[config.mk]
export PLATFORM = sky130hd
export DESIGN_NAME = finv_arbiter
export DESIGN_NICKNAME = d
export VERILOG_FILES = /design/src/rtl/finv_pkg.sv /design/src/rtl/finv.sv /design/src/rtl/finv_arbiter.sv
export SDC_FILE = /design/constraint.sdc
export NUM_CORES = 2
export LEC_CHECK = 0
export CELL_PAD_IN_SITES_DETAIL_PLACEMENT = 0
export CELL_PAD_IN_SITES_GLOBAL_PLACEMENT = 1
export CORE_AREA = 8 8 456 235
export CTS_CLUSTER_SIZE = 40
export DETAILED_ROUTE_END_ITERATION = 10
export DIE_AREA = 0 0 464 243
export PLACE_DENSITY_LB_ADDON = 0.1
export SETUP_SLACK_MARGIN = 0.1
export SLEW_MARGIN = 25
export SYNTH_ARGS = -nofsm -noshare
export SYNTH_HDL_FRONTEND = slang
export SYNTH_SLANG_ARGS = --single-unit
[constraint.sdc]
create_clock -name clk -period 166.6 [get_ports clk]
set_clock_uncertainty 0.05 [all_clocks]
set_input_delay 41.65 -clock clk [delete_from_list [all_inputs] [get_ports clk]]
set_output_delay 41.65 -clock clk [all_outputs]
set_load 0.05 [all_outputs]
[src/rtl/finv_pkg.sv]
// Shared types and helpers for the reciprocal arbiter and its datapath.
// IEEE-754 single-precision field layout and the special-value encodings it needs.
package finv_pkg;

  localparam logic [7:0] FP_EXP_ZERO = 8'h00;
  localparam logic [7:0] FP_EXP_MAX  = 8'hFF;

  typedef struct packed {
    logic        sign;
    logic [7:0]  exp;
    logic [22:0] man;
  } fp32_t;

  function automatic fp32_t fp_inf(input logic sign);
    fp_inf = '{sign: sign, exp: FP_EXP_MAX, man: 23'h0};
  endfunction

endpackage

[src/rtl/finv.sv]
// Combinational single-precision reciprocal: truncated 1/x for normal operands.
// Results that would fall below the normal range flush to signed zero.
module finv
  import finv_pkg::*;
(
  input  logic [31:0] x,
  output logic [31:0] y
);

  localparam logic [47:0] DIV_NUM = 48'h8000_0000_0000;

  fp32_t             xf;
  fp32_t             yf;
  logic [22:0]       man_q;
  logic signed [9:0] exp_r;

  assign xf = fp32_t'(x);

  // 2^47 / {1,m} lands in [2^23, 2^24] so the low 23 bits are the fraction of 1/significand.
  always_comb begin
    man_q = 23'(DIV_NUM / {24'd0, 1'b1, xf.man});
    exp_r = ((xf.man == 23'h0) ? 10'sd254 : 10'sd253) - $signed({2'b00, xf.exp});
    yf    = '{sign: xf.sign, exp: exp_r[7:0], man: man_q};
    if (exp_r <= 10'sd0) begin
      yf = '{sign: xf.sign, exp: 8'h00, man: 23'h0};
    end
  end

  assign y = yf;

endmodule

[src/rtl/finv_arbiter.sv]
// Round-robin sharing of one finv datapath among NREQ requesters, with a stage
// register in front of the datapath and a held result buffer per requester.
module finv_arbiter
  import finv_pkg::*;
#(
  parameter int NREQ = 2
) (
  input  logic                 clk,
  input  logic                 rstn,
  input  logic [NREQ-1:0]      req_valid,
  output logic [NREQ-1:0]      req_ready,
  input  logic [NREQ*32-1:0]   req_x,
  output logic [NREQ-1:0]      resp_valid,
  input  logic [NREQ-1:0]      resp_ready,
  output logic [NREQ*32-1:0]   resp_y,
  output logic [NREQ-1:0]      resp_dz
);

  localparam int TAG_W = (NREQ > 1) ? $clog2(NREQ) : 1;
  typedef logic [TAG_W-1:0] tag_t;

  logic [NREQ-1:0]        busy;
  logic [NREQ-1:0]        eligible;
  logic [NREQ-1:0]        grant;
  logic [NREQ-1:0]        consume;
  logic [NREQ-1:0][31:0]  req_x_a;
  logic [NREQ-1:0][31:0]  res_y;
  logic                   grant_any;
  tag_t                   grant_idx;
  tag_t                   last;

  logic                   s1_valid;
  tag_t                   s1_tag;
  fp32_t                  s1_x;
  logic [31:0]            dp_y;
  fp32_t                  s1_y;
  logic                   s1_dz;

  assign req_x_a   = req_x;
  assign eligible  = req_valid & ~busy;
  assign consume   = resp_valid & resp_ready;
  assign req_ready = grant;
  assign resp_y    = res_y;

  // Search starts just after the most recent grant, wrapping at NREQ.
  always_comb begin : rr_pick
    int idx;
    // NOTE: every output of this block gets a default first, so no path leaves one unassigned and no latch is inferred.
    grant     = '0;
    grant_any = 1'b0;
    grant_idx = '0;
    idx       = 0;
    for (int k = 1; k <= NREQ; k++) begin
      idx = int'(last) + k;
      if (idx >= NREQ) idx = idx - NREQ;
      if (!grant_any && eligible[idx]) begin
        grant_any  = 1'b1;
        grant[idx] = 1'b1;
        grant_idx  = tag_t'(idx);
      end
    end
  end

  finv u_finv (
    .x (s1_x),
    .y (dp_y)
  );

  // Zero and denormal divisors bypass the datapath with a signed infinity.
  always_comb begin
    s1_y  = fp32_t'(dp_y);
    s1_dz = 1'b0;
    if (s1_x.exp == FP_EXP_ZERO) begin
      s1_y  = fp_inf(s1_x.sign);
      s1_dz = 1'b1;
    end
  end

  always_ff @(posedge clk or negedge rstn) begin
    if (!rstn) begin
      busy       <= '0;
      last       <= tag_t'(NREQ - 1);
      s1_valid   <= 1'b0;
      s1_tag     <= '0;
      s1_x       <= '0;
      resp_valid <= '0;
      resp_dz    <= '0;
      // NOTE: the result buffers are reset too, because resp_y must read zero out of reset and after an aborted operation.
      res_y      <= '0;
    end else begin
      // NOTE: non-blocking assignments, so every register here updates from the same pre-edge values.
      s1_valid <= grant_any;
      if (grant_any) begin
        s1_tag <= grant_idx;
        s1_x   <= fp32_t'(req_x_a[grant_idx]);
        last   <= grant_idx;
      end
      for (int i = 0; i < NREQ; i++) begin
        if (grant[i]) begin
          busy[i] <= 1'b1;
        end else if (consume[i]) begin
          busy[i] <= 1'b0;
        end
        if (s1_valid && (s1_tag == tag_t'(i))) begin
          resp_valid[i] <= 1'b1;
          res_y[i]      <= s1_y;
          resp_dz[i]    <= s1_dz;
        end else if (consume[i]) begin
          resp_valid[i] <= 1'b0;
        end
      end
    end
  end

endmodule

==> summary.txt <==
fresh numbers from the pnr run: final routed DRC violation total 0, CP arrival 130.80 ns, final critical-path required period 130.62 ns, clock transition at the register clock pins on the worst setup and hold paths after CTS 0.08 ns, number of buffers inserted during clock tree synthesis 9, Final Hold Viols 0, root buf cell clkbuf_16, post-synthesis cell type with the largest instance count a21oi_1, #FFs+latches synth 105, Post-DRT Antenna Nets 0, minimum hold slack 0.4184 ns, post-synthesis to final-layout area growth 6.924%, summed negative setup slack over all endpoints 0 ns, Slew @ Worst Pin 1.689 ns, violations in the final reports capacitance limit, slew limit, wire length of the first global-routing pass 303000 um, Critical Path Start Type flip-flop, run status finished, violations left, number of vias per cell 6.631, primary flip-flop cell chosen by synthesis mapping dfrtp_1, CTS tree built, layout cell share with drive strength beyond 1 0.05645, highest achievable clock rate 7.656 MHz, number of filler instances in the final layout 10090, count of library flops with an enable pin 0, number of top-level pins 140, fraction of the cycle the final worst path needs 0.7840, cells taking the most area after synthesis ha_1, a21oi_1, xnor2_1, a21o_1, dfrtp_1, setup repair after global routing missed its margin no, standard cell area after detailed placement 50820 um2, largest stage delay on the critical path 0.80 ns, hold buffer count at cts 0, level count of the clock H-tree 3, vias in the first global route 47950, insertion delay to the later sink of the worst-skew pair 0.36 ns, area taken by flip-flops and latches 2630 um2, number of warnings issued by yosys 0, Yosys chip area 47850 um2, Setup CP Type flip-flop to flip-flop, portion of the post-synthesis area used by sequential elements 0.05494, number of buffers between clock root and the deepest sink 2, final tally of setup violations 0, Yosys top cell area share 0.1386, Finished Core Util 0.5063, maximum number of pins on one net before global-route repair 66, violation count after the first detailed-route iteration 7689, pins over their slew limit 3, core box area 101000 um2, width of the die 464 um, tool warnings 27, post-cts resize count 0, Final Routed Wirelength 202800 um, GPL Wtd Cong 1.061, cell count listed in synth_stat.txt 7028, worst relative slew slack -0.1337, maximum capacitance violations 1, DR pass1 iterations 9, Post-Synthesis Mean Instance Area 6.809 um2, data required time of the worst path 166.79 ns
## through the flow
| stage | worst slack [ns] | std cells |
|---|---|---|
| 6_report | 35.98 | 8413 |
| 5_1_grt | 24.57 | 8411 |
| 4_1_cts | 40.32 | 8409 |
| 3_5_place_dp | 41.11 | 8393 |
| 3_3_place_gp | 43.69 | 8393 |
| 2_1_floorplan | 48.73 | 7037 |
## path summary, 6_finish.rpt
kind | depth (start not counted) | end | start | slack, ns
worst max-delay path | 616 | resp_y[32] | s1_x[0] | 35.98
worst min-delay path | 2 | busy[1] | busy[1] | 0.42
worst max register to register | 616 | resp_y[32] | s1_x[0] | 35.98
worst min register to register | 2 | busy[1] | busy[1] | 0.42
max in group asynchronous | 2 | resp_y[53] | rstn | 124.01
min in group asynchronous | 1 | resp_dz[1] | rstn | 41.23
## area by class of cell
type	count	share of cell area
multi-input cells	6343	0.8407
flip-flops and latches	105	0.05140
repair buffers	254	0.04409
well taps	1360	0.03326
inverters	333	0.02443
clock buffers	11	0.004940
clock inverters	5	0.001100
diodes	2	0.00009782
## cells by family (layout without fill, tap and decap cells)
kind of cell               after synthesis  after routing  share of synthesized area
xor gates and xnor gates               496            496                    0.09243
and+or+nand+nor                       2633           2633                     0.2837
buffers and inverters                  589            603                    0.04952
other                                    1             12                 0.00007837
adders and majority gates              531            531                     0.1390
muxes                                  125            125                    0.02863
AOI/OAI and AO/OA                     2548           2548                     0.3517
DFF                                    105            105                    0.05494
## worst max-delay path, delay by kind of cell, from the launching register on
kind            cells  cell delay, ns
flops               1            0.39
xor+xnor            1            0.17
mux                 5            1.51
compound gates    400           79.96
simple gates      156           30.63
fa+ha+maj          25            8.85
buf+inv            29            8.30
## metal layers
metal  share of wire  GRT usage  up-vias
li1                -          -    26420
met1            0.52     0.5603    25940
met2            0.31     0.3724     3272
met3            0.16     0.1423      152
met4          0.0087    0.02849        2
met5          0.0013    0.01644        -
## layout by cell type, fill, tap and decap left out, types with 51 or more instances in the layout
master | Yosys | final
nand4_1 | 137 | 137
nor3_1 | 149 | 147
and2_1 | 113 | 113
ha_1 | 530 | 529
o211ai_1 | 52 | 52
o21bai_1 | 51 | 51
or3_1 | 54 | 54
xor2_1 | 132 | 132
o31ai_1 | 111 | 109
nand3_1 | 220 | 218
and3_1 | 75 | 74
nand2_1 | 608 | 604
nor2_1 | 662 | 661
dfrtp_1 | 104 | 103
a21oi_1 | 676 | 676
nor4_1 | 84 | 83
buf_4 | 21 | 114
o21a_1 | 79 | 79
clkdlybuf4s50_1 | 0 | 138
a31oi_1 | 79 | 79
mux2i_1 | 57 | 56
xnor2_1 | 356 | 354
inv_1 | 327 | 317
a21o_1 | 351 | 351
o21ai_0 | 509 | 506
a211oi_1 | 74 | 74
nand2b_1 | 211 | 211
nor2b_1 | 67 | 67
## registers in the layout, indices dropped and copies added, names as in the netlist
register    flops
s1_valid        1
s1_tag          1
resp_dz         2
s1_x           32
resp_valid      2
busy            2
resp_y         64
last            1
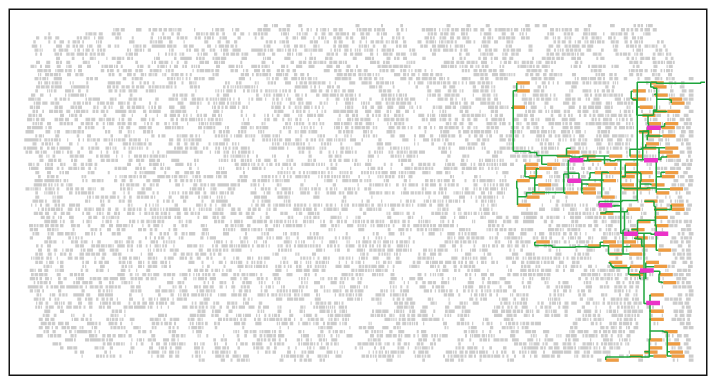
(images/clock_wires.png)
(1.5 px per um)
magenta -> clock-net drivers  # count 9
orange -> flip-flops  # count 105
green -> clock wires  # length 1420 um
routed clock nets = 10

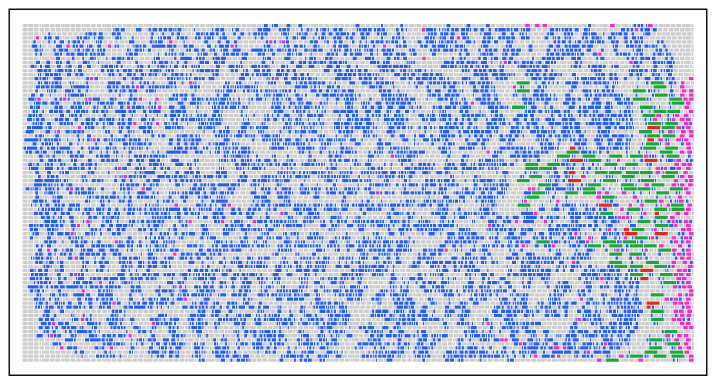
(images/class_map.png)
(1.5 px per um) Fill, decap, tap and diode cells in grey.
red -> clock drivers and dummy loads  # cells 16, share of their area 0.62%
green -> sequential cells  # cells 105, share of their area 5.3%
blue -> remaining logic cells  # cells 6676, share of their area 89%
magenta -> remaining buffers and delay cells  # cells 254, share of their area 4.6%

